**src/rtl/bch_31_pkg.sv**
```systemverilog
// ============================================================================
// Module  : bch_31_pkg
// Brief   : GF(2^5) arithmetic (x^5+x^2+1), BCH(31,21) constants, decoder FSM
//           state encoding.
// Revision: 1.0
// ============================================================================
`default_nettype none

package bch_31_pkg;

    localparam int         N      = 31;
    localparam logic [4:0] ALPHA  = 5'b00010;
    localparam logic [4:0] ALPHA3 = 5'b01000;

    typedef logic [2:0] bch_dec_state_t;
    localparam bch_dec_state_t ST_IDLE  = 3'd0;
    localparam bch_dec_state_t ST_SYND  = 3'd1;
    localparam bch_dec_state_t ST_KEY   = 3'd2;
    localparam bch_dec_state_t ST_CHIEN = 3'd3;
    localparam bch_dec_state_t ST_OUT   = 3'd4;

    // Shift-and-add multiply; x^5 folds back to x^2+1.
    function automatic logic [4:0] gf_mult(input logic [4:0] a, input logic [4:0] b);
        logic [4:0] p;
        logic [4:0] t;
        p = '0;
        t = a;
        for (int i = 0; i < 5; i++) begin
            if (b[i]) p = p ^ t;
            t = t[4] ? ({t[3:0], 1'b0} ^ 5'b00101) : {t[3:0], 1'b0};
        end
        return p;
    endfunction

    function automatic logic [4:0] gf_pow(input logic [4:0] a, input logic [4:0] e);
        logic [4:0] r;
        r = 5'b00001;
        for (int i = 4; i >= 0; i--) begin
            r = gf_mult(r, r);
            if (e[i]) r = gf_mult(r, a);
        end
        return r;
    endfunction

    // x^30 = alpha^(31 - log x) for nonzero x, and maps 0 to 0.
    function automatic logic [4:0] gf_inv(input logic [4:0] x);
        return gf_pow(x, 5'd30);
    endfunction

endpackage

`default_nettype wire

```
**src/rtl/bch_31_chien.sv**
```systemverilog
// ============================================================================
// Module  : bch_31_chien
// Brief   : Combinational Chien search; bit i flags Lambda(alpha^-i) == 0 for
//           Lambda(x) = 1 + l1*x + l2*x^2.
// Revision: 1.0
// ============================================================================
`default_nettype none

module bch_31_chien
    import bch_31_pkg::*;
(
    input  logic [4:0]  i_lambda1,
    input  logic [4:0]  i_lambda2,
    output logic [30:0] o_error_vector
);

    for (genvar i = 0; i < N; i++) begin : g_pos
        localparam logic [4:0] c_xinv  = gf_pow(ALPHA, 5'((N - i) % N));
        localparam logic [4:0] c_xinv2 = gf_mult(c_xinv, c_xinv);
        logic [4:0] w_eval;
        assign w_eval = 5'b00001 ^ gf_mult(i_lambda1, c_xinv) ^ gf_mult(i_lambda2, c_xinv2);
        assign o_error_vector[i] = (w_eval == 5'b00000);
    end

endmodule

`default_nettype wire

```
**src/rtl/bch_31_synd_serial.sv**
```systemverilog
// ============================================================================
// Module  : bch_31_synd_serial
// Brief   : Serial Horner evaluation of S1 = r(alpha) and S3 = r(alpha^3),
//           MSB coefficient first.
// Revision: 1.0
// ============================================================================
`default_nettype none

module bch_31_synd_serial
    import bch_31_pkg::*;
(
    input  logic       clk,
    input  logic       rst,
    input  logic       i_clear,
    input  logic       i_en,
    input  logic       i_bit,
    output logic [4:0] o_s1,
    output logic [4:0] o_s3
);

    logic [4:0] r_s1;
    logic [4:0] r_s3;

    always_ff @(posedge clk) begin
        if (rst || i_clear) begin
            r_s1 <= '0;
            r_s3 <= '0;
        end else if (i_en) begin
            r_s1 <= gf_mult(r_s1, ALPHA)  ^ {4'b0, i_bit};
            r_s3 <= gf_mult(r_s3, ALPHA3) ^ {4'b0, i_bit};
        end
    end

    assign o_s1 = r_s1;
    assign o_s3 = r_s3;

endmodule

`default_nettype wire

```
**src/rtl/bch_31_dec_ctrl.sv**
```systemverilog
// ============================================================================
// Module  : bch_31_dec_ctrl
// Brief   : BCH(31,21) t=2 decoder sequencer: serial syndromes, closed-form
//           key equation, Chien search, held output with handshake.
// Revision: 1.0
// ============================================================================
`default_nettype none

module bch_31_dec_ctrl
    import bch_31_pkg::*;
(
    input  logic        clk,
    input  logic        rst,
    input  logic        in_valid,
    output logic        in_ready,
    input  logic [30:0] in_data,
    output logic        out_valid,
    input  logic        out_ready,
    output logic [30:0] out_data,
    output logic [1:0]  out_nerr,
    output logic        out_uncorr,
    output logic        busy
);

    bch_dec_state_t r_state;
    logic [30:0]    r_word;
    logic [30:0]    r_ev;
    logic [4:0]     r_cnt;
    logic [4:0]     r_lam1;
    logic [4:0]     r_lam2;
    logic [1:0]     r_deg;
    logic [1:0]     r_nerr;
    logic           r_uncorr;

    logic           w_accept;
    logic [4:0]     w_s1;
    logic [4:0]     w_s3;
    logic [4:0]     w_s1_sq;
    logic [4:0]     w_s1_cube;
    logic [4:0]     w_lam2;
    logic [30:0]    w_ev;
    logic [4:0]     w_wt;
    logic           w_fail;

    assign in_ready  = (r_state == ST_IDLE);
    assign busy      = ~in_ready;
    assign out_valid = (r_state == ST_OUT);
    assign w_accept  = in_valid & in_ready;

    assign out_data   = r_uncorr ? r_word : (r_word ^ r_ev);
    assign out_nerr   = r_nerr;
    assign out_uncorr = r_uncorr;

    bch_31_synd_serial u_synd (
        .clk     (clk),
        .rst     (rst),
        .i_clear (w_accept),
        .i_en    (r_state == ST_SYND),
        .i_bit   (r_word[r_cnt]),
        .o_s1    (w_s1),
        .o_s3    (w_s3)
    );

    bch_31_chien u_chien (
        .i_lambda1      (r_lam1),
        .i_lambda2      (r_lam2),
        .o_error_vector (w_ev)
    );

    // PGZ closed form for t=2: lambda2 = S3/S1 + S1^2
    assign w_s1_sq   = gf_mult(w_s1, w_s1);
    assign w_s1_cube = gf_mult(w_s1_sq, w_s1);
    assign w_lam2    = gf_mult(w_s3, gf_inv(w_s1)) ^ w_s1_sq;

    always_comb begin
        w_wt = '0;
        for (int i = 0; i < N; i++) begin
            w_wt = w_wt + {4'b0, w_ev[i]};
        end
    end

    // Root count must match the locator degree, otherwise >2 errors occurred.
    assign w_fail = r_uncorr | (w_wt != {3'b000, r_deg});

    always_ff @(posedge clk) begin
        if (rst) begin
            r_state  <= ST_IDLE;
            r_word   <= '0;
            r_ev     <= '0;
            r_cnt    <= '0;
            r_lam1   <= '0;
            r_lam2   <= '0;
            r_deg    <= '0;
            r_nerr   <= '0;
            r_uncorr <= 1'b0;
        end else begin
            case (r_state)
                ST_IDLE: begin
                    if (w_accept) begin
                        r_word   <= in_data;
                        r_cnt    <= 5'd30;
                        r_ev     <= '0;
                        r_lam1   <= '0;
                        r_lam2   <= '0;
                        r_deg    <= '0;
                        r_nerr   <= '0;
                        r_uncorr <= 1'b0;
                        r_state  <= ST_SYND;
                    end
                end
                ST_SYND: begin
                    if (r_cnt == 5'd0) r_state <= ST_KEY;
                    else               r_cnt   <= r_cnt - 5'd1;
                end
                ST_KEY: begin
                    if (w_s1 == 5'd0) begin
                        r_lam1   <= '0;
                        r_lam2   <= '0;
                        r_deg    <= 2'd0;
                        r_uncorr <= (w_s3 != 5'd0);
                    end else if (w_s3 == w_s1_cube) begin
                        r_lam1 <= w_s1;
                        r_lam2 <= '0;
                        r_deg  <= 2'd1;
                    end else begin
                        r_lam1 <= w_s1;
                        r_lam2 <= w_lam2;
                        r_deg  <= 2'd2;
                    end
                    r_state <= ST_CHIEN;
                end
                ST_CHIEN: begin
                    r_ev     <= w_ev;
                    r_uncorr <= w_fail;
                    r_nerr   <= w_fail ? 2'd0 : w_wt[1:0];
                    r_state  <= ST_OUT;
                end
                ST_OUT: begin
                    if (out_ready) r_state <= ST_IDLE;
                end
                default: r_state <= ST_IDLE;
            endcase
        end
    end

endmodule

`default_nettype wire
```
**config.mk**
```make
export PLATFORM = sky130hd
export DESIGN_NAME = bch_31_dec_ctrl
export DESIGN_NICKNAME = d
export VERILOG_FILES = /design/src/rtl/bch_31_pkg.sv /design/src/rtl/bch_31_chien.sv /design/src/rtl/bch_31_synd_serial.sv /design/src/rtl/bch_31_dec_ctrl.sv
export SDC_FILE = /design/constraint.sdc
export NUM_CORES = 1
export LEC_CHECK = 0
export CORE_UTILIZATION = 62
export DETAILED_ROUTE_END_ITERATION = 8
export GPL_TIMING_DRIVEN = 0
export PLACE_DENSITY = 0.89
export REMOVE_ABC_BUFFERS = 1
export SKIP_LAST_GASP = 1
export SLEW_MARGIN = 10
export SYNTH_ARGS = -nofsm -noshare
export SYNTH_HDL_FRONTEND = slang
export SYNTH_SLANG_ARGS = --single-unit
```
**constraint.sdc**
```tcl
create_clock -name clk -period 10.6 [get_ports clk]
set_input_delay 2.12 -clock clk [delete_from_list [all_inputs] [get_ports clk]]
set_output_delay 2.12 -clock clk [all_outputs]
set_load 0.05 [all_outputs]
```
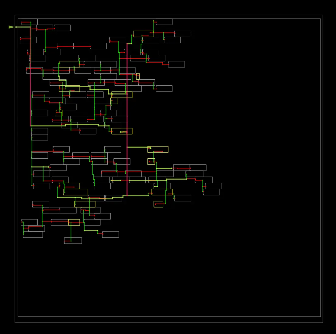
(clock nets)
Clock group: 335 uW
clkbuf count: 11

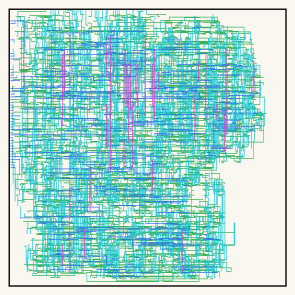
(signal wires by layer)
(2 px per um)
layer	color	wire length
met4	magenta	953 um
met1	green	13600 um
met2	cyan	14900 um
met3	blue	2920 um

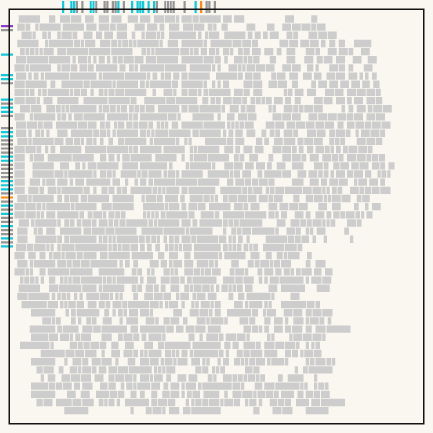
(ports around the boundary)
(3 px per um) Pins as bars across the die edge, other pins in gray.
port	color	pins	direction	edge
`out_nerr`	orange	2	output	1 top, 1 left
`clk`	purple	1	input	left
`in_data`	cyan	31	input	18 left, 13 top
all pins by edge	41 left, 31 top

==> ci_impl_report.md <==
### Yosys + OpenROAD results

| Metric | Value |
|---|---|
| Status | completed |
| Fmax | just over 0.1 GHz |
| Most common cell in the netlist | xnor2_1 |
| Drt drc | 0 |
| Design area | ~12000 um^2 |
| Share of the synthesized area in the top cell type | between 15 and 20% |
| Slew HR | 7.08% |
| Avg Cell Area, Syn | 7.71 um^2 |
| Num ports | 72 |
| Routed wire per std cell | slightly below 20 um |
| Antenna Nets Post-Route | 0 |
| Antenna cells | 0 |
| Worst hold start | r_ev[3] |
| Yosys stat chip area | 11400 um^2 |
| Tool warnings | 29 |
| CP arrival | between 10 and 15 ns |
| Post-Synth Simple-Gate Area | approximately 25% |
| Max-cap violation count | 0 |
| Die W | around 140 um |
| Reg2Reg Depth | 33 |
| Reg2reg setup slack | between 0.6 and 0.7 ns |
| Critical Path Fanout Max | 28 |
| Worst clock skew | approximately 0.0083 ns |
| Ys cells | between 1k and 1.5k |
| Core Box Area | approximately 18000 um^2 |
| Total GRT Usage | 34.4% |
| Area added between synthesis and finish | 8.53% |
| Vias | 11.2k |
| HPWL after detailed placement | between 20 and 25 mm |
| I/O Buffers | 71 |
| Fin Hold WS | 0.472 ns |
| Unique cell types | around 92 |
| Largest net degree at the start of global routing | roughly 84 |
| Cts hold-fix bufs | 0 |
| Hold Path Stages | 2 |
| Synth async-reset ratio | 0% |
| Hold Fails Final Rpt | 0 |
| EDFF count, synth | 0 |
| Logic family by area | XOR/XNOR gates |
| Pre-CTS setup slack | -0.137 ns |
| RSZ-0062 raised after global routing | no |
| Die Height | between 100 and 150 um |
| Post-Syn Area | ~11000 um^2 |
| CTS Buf Count | 9 |
| Ao+oa area frac | between 10% and 20% |
| DR vias/cell | roughly 6.6 |
| Fin util | 68.7% |
| Crit path time final | about 10 ns |
| Clk ins delay skew pair | 0.35 ns |
| Share of cells above drive strength 1 | around 6% |
| Post-Synth XOR/XNOR Area | around a quarter |
| Top cells, area | dfxtp_1, xnor2_1, nand2_1 |
| Num Clock Sinks | between 90 and 100 |
| CP Launch Type | flip-flop |
| Post-Syn Instances | around 1.5k |
| Die area | between 15000 and 20000 um^2 |
| Synth Register Bits | 95 |
| First-pass GRT wire length | between 50 and 60 mm |
| CTS root buf | clkbuf_16 |
| Endpoints failing setup | 0 |
| P per Cell Area | approximately 76 nW/um^2 |
| Placed Area | 12000 um^2 |
| Worst setup path class | reg2reg |
| Fin crit share | 93.6% |
| Dominant Register Cell | dfxtp_1 |
| GRT overflow | 0 |
| H-tree depth | 3 |
| Ys Warns | 0 |
| Leakage power | 4.44 nW |
| Slowest cell on the critical path | or4_4 |
| Clock transition at path regs | ~0.070 ns |
| Post-synthesis sequential area ratio | 16.7% |
| Initial DRC count | around 1.4k |
| Top delay family on crit path | simple AND/OR/NAND/NOR gates |
| Slack of the critical path | roughly 0.67 ns |
| WHS Endpoint | r_ev[3] |
| Area leader, netlist | dfxtp_1 |
| Placed cells | ~1.7k |
| Row Count | 49 |
| Gpl congestion | between 0.9 and 1 |
| Crit path largest cell delay | ~0.6 ns |
| Type of the most critical hold path | reg2reg |
| Max-slew violation count | 0 |
| Worst Path Buf+Inv | 0 |
| VDD IR max | around 130 uV |
| Reg-to-reg startpoint | u_synd.o_s1[0] |
| Pre-placement core utilization | a little over three fifths |
| CTS tree | built |
| Drt total wl | ~32 mm |
| Net total in the final layout | 1532 |
| Total power | roughly 950 uW |
| Final non-filler cell total | 1688 |
| FA/HA/MAJ Cells, Area Fraction | under 10% |
| Top cells by count, synth | xnor2_1, nand2_1, nor2_1 |
| Crit. End Element | flip-flop |
| Worst slew pin tran | about 1.4 ns |
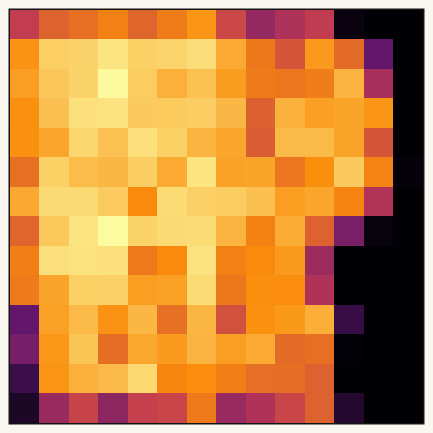
(cell area per tile)
(3 px per um) The die is cut into 14 by 14 equal tiles; black is low, pale yellow is high, 0 to 100% covered.
tiles over 75% full	53%
fullest tile	99%
emptiest ninth of the die	bottom right
nearly empty tiles	13%
mean over tiles	64%

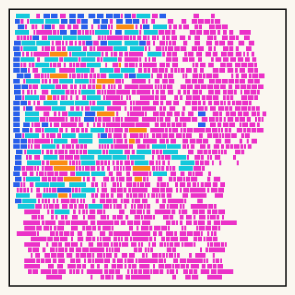
(placed cells, one color a class)
(2 px per um)
class	color	cells	share of their area
clock drivers and dummy loads	orange	16	2.6%
other buffers and delay cells	blue	76	6.5%
flip-flops	cyan	95	16%
all other logic	magenta	1272	75%

[registers in the layout, indices dropped and copies added, names as in the netlist]
signal,count
r_word,31
u_synd.o_s1,5
r_lam2,5
r_cnt,5
r_state,3
u_synd.o_s3,5
r_deg,2
out_nerr,2
r_lam1,5
out_uncorr,1
r_ev,31
[cell type report]
type / instances / area, um^2
inverters: 43 / 161
repair buffers: 76 / 781
well taps: 229 / 287
clock inverters: 5 / 66.3
fillers: 1403 / 5650
flip-flops and latches: 95 / 1920
clock buffers: 11 / 243
multi-input cells: 1229 / 8920
[repair_timing]
action | CTS | global route
setup buffers | 0 | 0
endpoints found under the setup margin | 1 | 5
gates resized | 1 | 10
[where the power goes]
| part | leakage (nW) | internal [mW] | switching, mW | total, mW |
|---|---|---|---|---|
| Clock | 0.148 | 0.192 | 0.143 | 0.335 |
| Sequential | 0.777 | 0.370 | 0.0278 | 0.398 |
| Combinational | 3.51 | 0.0863 | 0.127 | 0.213 |
| Total | 4.44 | 0.648 | 0.298 | 0.946 |
[metal layers]
| metal | vias up | track usage, % | routed length, um |
|---|---|---|---|
| met5 | - | 0 | 0 |
| met1 | 5365 | 48.1 | 13600 |
| met3 | 90 | 4.56 | 2920 |
| met4 | 0 | 13.9 | 952 |
| li1 | 5119 | - | - |
| met2 | 647 | 53.3 | 14900 |
[worst reg2reg max path: cells and delay by family (launching register included)]
family	cells	cell delay (ns)
flops	1	0.58
fa+ha+maj	4	1.21
xor+xnor	6	1.75
compound gates	11	2.81
simple gates	12	3.44
[kinds of logic after synthesis]
| kind of cell | count (synthesis) |
|---|---|
| AND/OR/NAND/NOR | 579 |
| adder cells (fa/ha/maj) | 43 |
| multiplexers | 21 |
| buffers and inverters | 156 |
| flip-flops | 95 |
| XOR/XNOR | 296 |
| AND-OR/OR-AND | 290 |
[cell usage in the layout (no fill, tap or decap), drive strengths merged, types with 17 or more instances in the layout]
cell,n
xnor2,210
nand2,178
nor2,111
dfxtp,95
a21oi,86
clkdlybuf4s50,70
xor2,64
nor3,63
nand3,53
nand2b,46
inv,43
o21ai,36
and3,30
a31oi,30
fa,23
nor4,21
a211oi,21
ha,20
xnor3,19
o211ai,17
[how the worst max path moves through the flow]
stage	start	endpoint	cells past startpoint
after floorplan	u_synd.o_s1[3]	r_lam2[2]	30
after global placement	u_synd.o_s1[3]	r_lam2[2]	30
after detailed placement	u_synd.o_s1[0]	r_lam2[2]	33
after CTS	u_synd.o_s1[2]	r_lam2[2]	29
after global routing	u_synd.o_s1[0]	r_lam2[2]	36
final	u_synd.o_s1[0]	r_lam2[2]	33
Power figures rest on the tool's default switching activity, not on a simulated workload.
